`config.mk`:
```
export PLATFORM = sky130hd
export DESIGN_NAME = fir_cmem_dbuf_flat
export DESIGN_NICKNAME = d
export VERILOG_FILES = /design/src/rtl/fir_cmem_dbuf_if.sv /design/src/rtl/fir_cmem_dbuf.sv /design/src/flat_wrapper.sv
export SDC_FILE = /design/constraint.sdc
export NUM_CORES = 2
export LEC_CHECK = 0
export CORE_MARGIN = 8
export CORE_UTILIZATION = 45
export CTS_CLUSTER_SIZE = 24
export DETAILED_ROUTE_END_ITERATION = 7
export SLEW_MARGIN = 10
export SYNTH_ARGS = -nofsm -noshare
export SYNTH_HDL_FRONTEND = slang
export SYNTH_SLANG_ARGS = --single-unit
```
`constraint.sdc`:
```
create_clock -name clk -period 7.9 [get_ports clk]
set_input_delay 0.79 -clock clk [delete_from_list [all_inputs] [get_ports clk]]
set_output_delay 0.79 -clock clk [all_outputs]
set_load 0.02 [all_outputs]
```
`src/rtl/fir_cmem_dbuf_if.sv`:
```
// Bus bundle between coefficient loader / MAC sequencer and the coefficient memory.
// Latency: n/a (wires only); rd_data/rd_valid come back one cycle after rd_en.
// Backpressure: none on reads; writes are refused with a wr_err pulse, never stalled.
interface fir_cmem_dbuf_if #(
    parameter int AW = 7,
    parameter int DW = 16
);
    // Loader side
    logic          wr_en;
    logic [AW-1:0] wr_addr;
    logic [DW-1:0] wr_data;
    logic          swap_req;
    logic          frame_start;
    // MAC side
    logic          rd_en;
    logic [AW-1:0] rd_addr;
    logic [DW-1:0] rd_data;
    logic          rd_valid;
    // Status
    logic          active_bank;
    logic          swap_pending;
    logic          wr_err;
    logic [AW:0]   load_cnt;
    logic [7:0]    denorm_cnt;

    // Driver of writes, swap control and reads
    modport master (
        output wr_en, wr_addr, wr_data, swap_req, frame_start, rd_en, rd_addr,
        input  rd_data, rd_valid, active_bank, swap_pending, wr_err, load_cnt, denorm_cnt
    );

    // The coefficient memory itself
    modport slave (
        input  wr_en, wr_addr, wr_data, swap_req, frame_start, rd_en, rd_addr,
        output rd_data, rd_valid, active_bank, swap_pending, wr_err, load_cnt, denorm_cnt
    );
endinterface

```
`src/rtl/fir_cmem_dbuf.sv`:
```
// Double-banked FIR coefficient memory: host fills the shadow bank, swap on frame boundary.
// Latency: 1 cycle read (rd_en -> rd_data/rd_valid); writes land on the next edge.
// Backpressure: writes refused (wr_err pulse) while a swap is pending/applying; reads never stall.
// Optional build macro FIR_CMEM_DENORM_FLUSH_EN: flush zero-exponent words to signed zero and count denormals.
module fir_cmem_dbuf #(
    parameter int NTAPS   = 65,
    parameter int DW      = 16,
    parameter int AW      = 7,
    parameter int EXP_MSB = 14,
    parameter int EXP_LSB = 10
) (
    input  logic             clk,
    input  logic             rst,
    fir_cmem_dbuf_if.slave   cm
);

    localparam int          IW       = AW + 1;
    localparam logic [AW:0] NTAPS_W  = IW'(NTAPS);
    localparam logic [AW:0] LOAD_MAX = '1;

    typedef enum logic {
        S_IDLE = 1'b0,
        S_PEND = 1'b1
    } swap_state_t;

    swap_state_t   state_q;
    swap_state_t   state_d;
    logic          swap_apply;

    logic          active_q;
    logic [AW:0]   load_q;
    logic          wr_err_q;
    logic [DW-1:0] rd_data_q;
    logic          rd_valid_q;

    // Both banks in one array: bank b lives at b*NTAPS .. b*NTAPS+NTAPS-1.
    logic [DW-1:0] mem [0:2*NTAPS-1];

    logic          wr_in_range;
    logic          rd_in_range;
    logic          wr_accept;
    logic [IW-1:0] wr_idx;
    logic [IW-1:0] rd_idx;
    logic [DW-1:0] wr_word;

    logic          exp_zero;
    logic          mant_nz;
    logic          is_denorm;

    assign wr_in_range = ({1'b0, cm.wr_addr} < NTAPS_W);
    assign rd_in_range = ({1'b0, cm.rd_addr} < NTAPS_W);

    // A write in the swap cycle would land in a bank that is becoming active, so it is refused.
    assign wr_accept = cm.wr_en & wr_in_range & (state_q == S_IDLE) & ~swap_apply;

    // Writes target the shadow bank, reads the active bank: the two can never alias.
    assign wr_idx = active_q ? {1'b0, cm.wr_addr} : (NTAPS_W + {1'b0, cm.wr_addr});
    assign rd_idx = active_q ? (NTAPS_W + {1'b0, cm.rd_addr}) : {1'b0, cm.rd_addr};

    assign exp_zero  = (cm.wr_data[EXP_MSB:EXP_LSB] == '0);
    assign mant_nz   = (cm.wr_data[EXP_LSB-1:0] != '0);
    assign is_denorm = exp_zero & mant_nz;

`ifdef FIR_CMEM_DENORM_FLUSH_EN
    logic [7:0] denorm_q;

    // Zero-exponent words become signed zero so the MAC never sees a subnormal operand.
    assign wr_word = exp_zero ? {cm.wr_data[DW-1], {(DW-1){1'b0}}} : cm.wr_data;

    // Saturating count of accepted denormal words; only reset clears it.
    always_ff @(posedge clk) begin
        if (rst) begin
            denorm_q <= '0;
        end else if (wr_accept && is_denorm && (denorm_q != 8'hFF)) begin
            denorm_q <= denorm_q + 8'd1;
        end
    end

    assign cm.denorm_cnt = denorm_q;
`else
    logic unused_denorm;

    assign wr_word       = cm.wr_data;
    assign unused_denorm = is_denorm;
    assign cm.denorm_cnt = '0;
`endif

    // Swap FSM state register.
    always_ff @(posedge clk) begin
        if (rst) begin
            state_q <= S_IDLE;
        end else begin
            state_q <= state_d;
        end
    end

    // Swap FSM: a request waits for the next frame boundary; a request on the boundary applies at once.
    always_comb begin
        state_d    = state_q;
        swap_apply = 1'b0;
        case (state_q)
            S_IDLE: begin
                if (cm.swap_req) begin
                    if (cm.frame_start) begin
                        swap_apply = 1'b1;
                    end else begin
                        state_d = S_PEND;
                    end
                end
            end
            S_PEND: begin
                // Extra swap_req here is ignored: one request, one toggle.
                if (cm.frame_start) begin
                    swap_apply = 1'b1;
                    state_d    = S_IDLE;
                end
            end
            default: begin
                state_d = S_IDLE;
            end
        endcase
    end

    // Active bank flips only when a swap is applied.
    always_ff @(posedge clk) begin
        if (rst) begin
            active_q <= 1'b0;
        end else if (swap_apply) begin
            active_q <= ~active_q;
        end
    end

    // Accepted-write counter for the current shadow fill, cleared by each swap.
    always_ff @(posedge clk) begin
        if (rst) begin
            load_q <= '0;
        end else if (swap_apply) begin
            load_q <= '0;
        end else if (wr_accept && (load_q != LOAD_MAX)) begin
            load_q <= load_q + 1'b1;
        end
    end

    // One-cycle error pulse for every refused write.
    always_ff @(posedge clk) begin
        if (rst) begin
            wr_err_q <= 1'b0;
        end else begin
            wr_err_q <= cm.wr_en & ~wr_accept;
        end
    end

    // Coefficient storage; deliberately not reset so a reset does not wipe a loaded set.
    always_ff @(posedge clk) begin
        if (wr_accept) begin
            mem[wr_idx] <= wr_word;
        end
    end

    // Registered read of the bank active at issue time; out-of-range taps read as zero.
    always_ff @(posedge clk) begin
        if (rst) begin
            rd_data_q  <= '0;
            rd_valid_q <= 1'b0;
        end else begin
            rd_valid_q <= cm.rd_en;
            if (cm.rd_en) begin
                rd_data_q <= rd_in_range ? mem[rd_idx] : '0;
            end
        end
    end

    assign cm.rd_data      = rd_data_q;
    assign cm.rd_valid     = rd_valid_q;
    assign cm.active_bank  = active_q;
    assign cm.swap_pending = (state_q == S_PEND);
    assign cm.wr_err       = wr_err_q;
    assign cm.load_cnt     = load_q;

endmodule
```
`src/flat_wrapper.sv`:
```
// flat-port wrapper written by rule: the top's interface ports become plain ports
module fir_cmem_dbuf_flat 
#(
    parameter int NTAPS   = 65,
    parameter int DW      = 16,
    parameter int AW      = 7,
    parameter int EXP_MSB = 14,
    parameter int EXP_LSB = 10
)
  (clk, rst, cm_wr_en, cm_wr_addr, cm_wr_data, cm_swap_req, cm_frame_start, cm_rd_en, cm_rd_addr, cm_rd_data, cm_rd_valid, cm_active_bank, cm_swap_pending, cm_wr_err, cm_load_cnt, cm_denorm_cnt);
  fir_cmem_dbuf_if #(.AW(AW), .DW(DW)) cm_i ();
  input  logic clk;
  input  logic rst;
  input wire logic [$bits(cm_i.wr_en)-1:0] cm_wr_en;
  input wire logic [$bits(cm_i.wr_addr)-1:0] cm_wr_addr;
  input wire logic [$bits(cm_i.wr_data)-1:0] cm_wr_data;
  input wire logic [$bits(cm_i.swap_req)-1:0] cm_swap_req;
  input wire logic [$bits(cm_i.frame_start)-1:0] cm_frame_start;
  input wire logic [$bits(cm_i.rd_en)-1:0] cm_rd_en;
  input wire logic [$bits(cm_i.rd_addr)-1:0] cm_rd_addr;
  output wire logic [$bits(cm_i.rd_data)-1:0] cm_rd_data;
  output wire logic [$bits(cm_i.rd_valid)-1:0] cm_rd_valid;
  output wire logic [$bits(cm_i.active_bank)-1:0] cm_active_bank;
  output wire logic [$bits(cm_i.swap_pending)-1:0] cm_swap_pending;
  output wire logic [$bits(cm_i.wr_err)-1:0] cm_wr_err;
  output wire logic [$bits(cm_i.load_cnt)-1:0] cm_load_cnt;
  output wire logic [$bits(cm_i.denorm_cnt)-1:0] cm_denorm_cnt;
  assign cm_i.wr_en = cm_wr_en;
  assign cm_i.wr_addr = cm_wr_addr;
  assign cm_i.wr_data = cm_wr_data;
  assign cm_i.swap_req = cm_swap_req;
  assign cm_i.frame_start = cm_frame_start;
  assign cm_i.rd_en = cm_rd_en;
  assign cm_i.rd_addr = cm_rd_addr;
  assign cm_rd_data = cm_i.rd_data;
  assign cm_rd_valid = cm_i.rd_valid;
  assign cm_active_bank = cm_i.active_bank;
  assign cm_swap_pending = cm_i.swap_pending;
  assign cm_wr_err = cm_i.wr_err;
  assign cm_load_cnt = cm_i.load_cnt;
  assign cm_denorm_cnt = cm_i.denorm_cnt;
  fir_cmem_dbuf #(.NTAPS(NTAPS), .DW(DW), .AW(AW), .EXP_MSB(EXP_MSB), .EXP_LSB(EXP_LSB)) u_core (.clk(clk), .rst(rst), .cm(cm_i));
endmodule
```
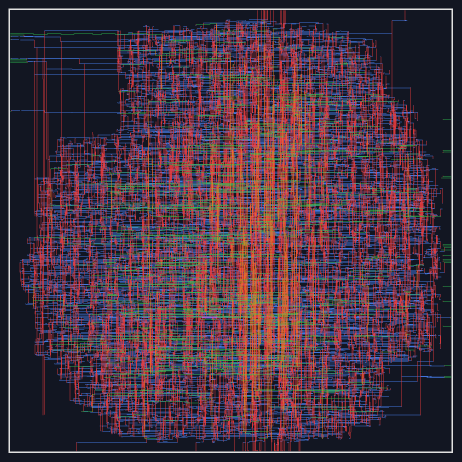
layers.png
Scale: 1 px per µm.
Key: M3 = green [wire length 18,400 µm]; M1 = blue [wire length 94.1 mm]; M5 = purple [wire length 13.8 µm]; M4 = orange [wire length 9,050 µm]; M2 = red [wire length 104 mm]

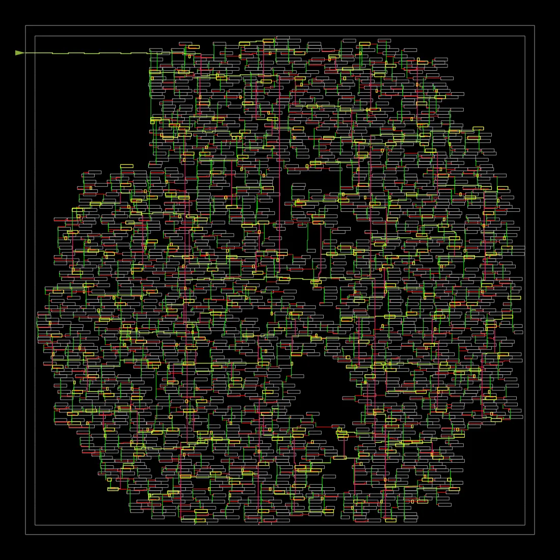
clock_nets.png
total number of clock tree sinks: 2,108
power drawn by the clock network: 9.64 mW

==> summary.txt <==
The synthesis and PnR run went through. Max-slew violation count landed at 0. The run finished with clean final reports. Post-place setup slack landed at roughly 1900 ps. Leaving out filler cells and counting taps, the final layout contains 6,788. Clock network contribution to total cell area landed at 7.18%. Looking at the group totals, the largest power group turns out to be registers. For the final routed database, the setup TNS stands at 0 ps. The clock tree synthesis step divided the H-tree into 4 levels.

The worst setup path is launched from an input pin. Final setup slack of the worst path landed at 2690 ps. After layout, the buffer instance count without clock buffers stands at approximately 280. The area fraction of the largest cell type after synthesis is 76.6%.

The floorplan step set the die width to 442 µm. Register area landed at ~0.063 mm². TritonCTS buffer count landed at 212. The design received a total of 2,370 well taps at floorplan.

The data required time reported for the critical path is roughly 8700 ps. Warnings raised by the tools during the run amount to 27. The run reported a max-capacitance violation count of 0. Final hold analysis gives a worst-case slack of 454 ps. The worst-case IR drop observed on VDD is 0.200 mV. Number of buffers on the longest clock path landed at 3.

Number of search-and-repair iterations in the first detailed-routing pass landed at 6. The warning tally printed by Yosys for this design is 0. Number of non-clock inverters landed at 7. For this configuration, the core starts out at a cell density of 45.2%. After the first detailed-routing iteration, the DRC count stood at 5,596. Counting every instance in the synthesized netlist gives ~4,000. Clock tree synthesis selected as its root buffer the cell clkbuf_16. Switching component of the power landed at 5.67 mW. The initial antenna violation count came to 5. Global-route usage over all layers landed at roughly 22%. Number of nets still failing antenna checks after routing landed at 0. The mapped netlist covers between 0.08 and 0.09 mm².

Power density of the placed cells landed at around 260 mW/mm².
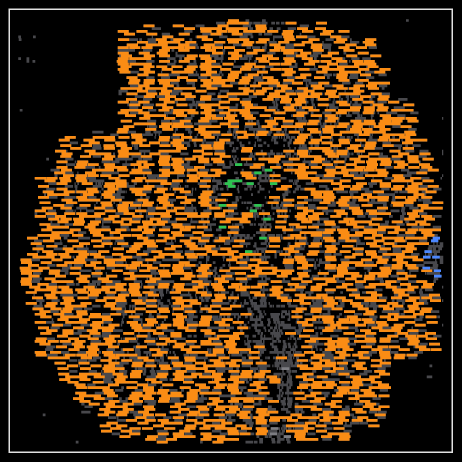
ff_map.png
Scale: 1 px per µm.
Key: u_core.cm.rd_data = green [sequential cells 16, where center]; u_core.mem = orange [sequential cells 2,080, where all over the die]; u_core.cm.load_cnt = blue [sequential cells 8, where east]

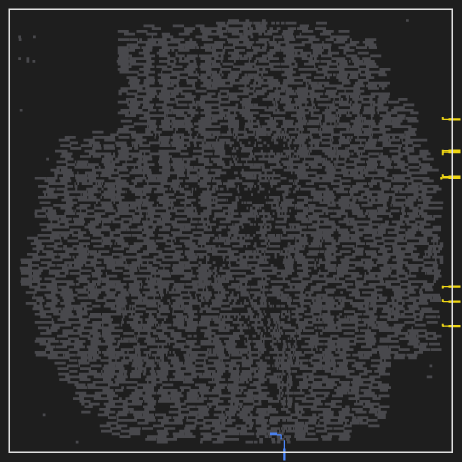
port_trees.png
Scale: 1 px per µm.
Key: cm_rd_valid = blue [direction output, end cells 1, buffers 1, wire 19.6 µm]; cm_denorm_cnt = yellow [direction output, end cells 8, buffers 0, wire 69.2 µm]
number of port buffers: 63
count of pins on the block boundary: 72

==> worst max-delay path: stages <==
cell and delay [ps]:
clkdlybuf4s50_1 1030, ha_1 530, nand4_1 360, xor2_4 400, buf_4 320, nor2_1 960, a22oi_1 440, o2111ai_1 540
o211ai_1 260, o211a_1 210, nor3_1 120
==> cell families (layout without fill, tap and decap cells) <==
family | count (synthesis) | in the layout | synth area share (%)
multiplexers | 547 | 547 | 14.1
flip-flops | 2108 | 2108 | 77.3
adder cells (fa/ha/maj) | 3 | 3 | 0.0461
XOR/XNOR | 22 | 22 | 0.269
AND-OR/OR-AND | 360 | 360 | 3.12
other | 1 | 10 | 0.00460
buffers and inverters | 243 | 671 | 1.38
AND/OR/NAND/NOR | 697 | 697 | 3.74
==> per-layer routing <==
layer | global-route usage, % | wire length [µm]
met1 | 32.3 | 94100
met2 | 34.2 | 104000
met3 | 4.61 | 18400
met4 | 8.34 | 9050
met5 | 0 | 13
==> path summary, 6_finish.rpt <==
path | from | endpoint | cells past startpoint
worst max-delay path | cm_rd_addr[0] | u_core.cm.rd_data[10] | 11
worst max register to register | u_core.cm.active_bank | u_core.cm.rd_data[10] | 9
worst min register to register | u_core.cm.swap_pending | u_core.cm.swap_pending | 2
worst min-delay path | cm_wr_data[5] | u_core.mem[105][5] | 1
==> flip-flops by register name, summed over array words and instances (netlist names) <==
register                cells
u_core.cm.active_bank       1
u_core.cm.swap_pending      1
u_core.cm.rd_data          16
u_core.cm.load_cnt          8
u_core.cm.rd_valid          1
u_core.mem               2080
u_core.cm.wr_err            1
No activity file was given, so power comes from the tool's default toggle rates.
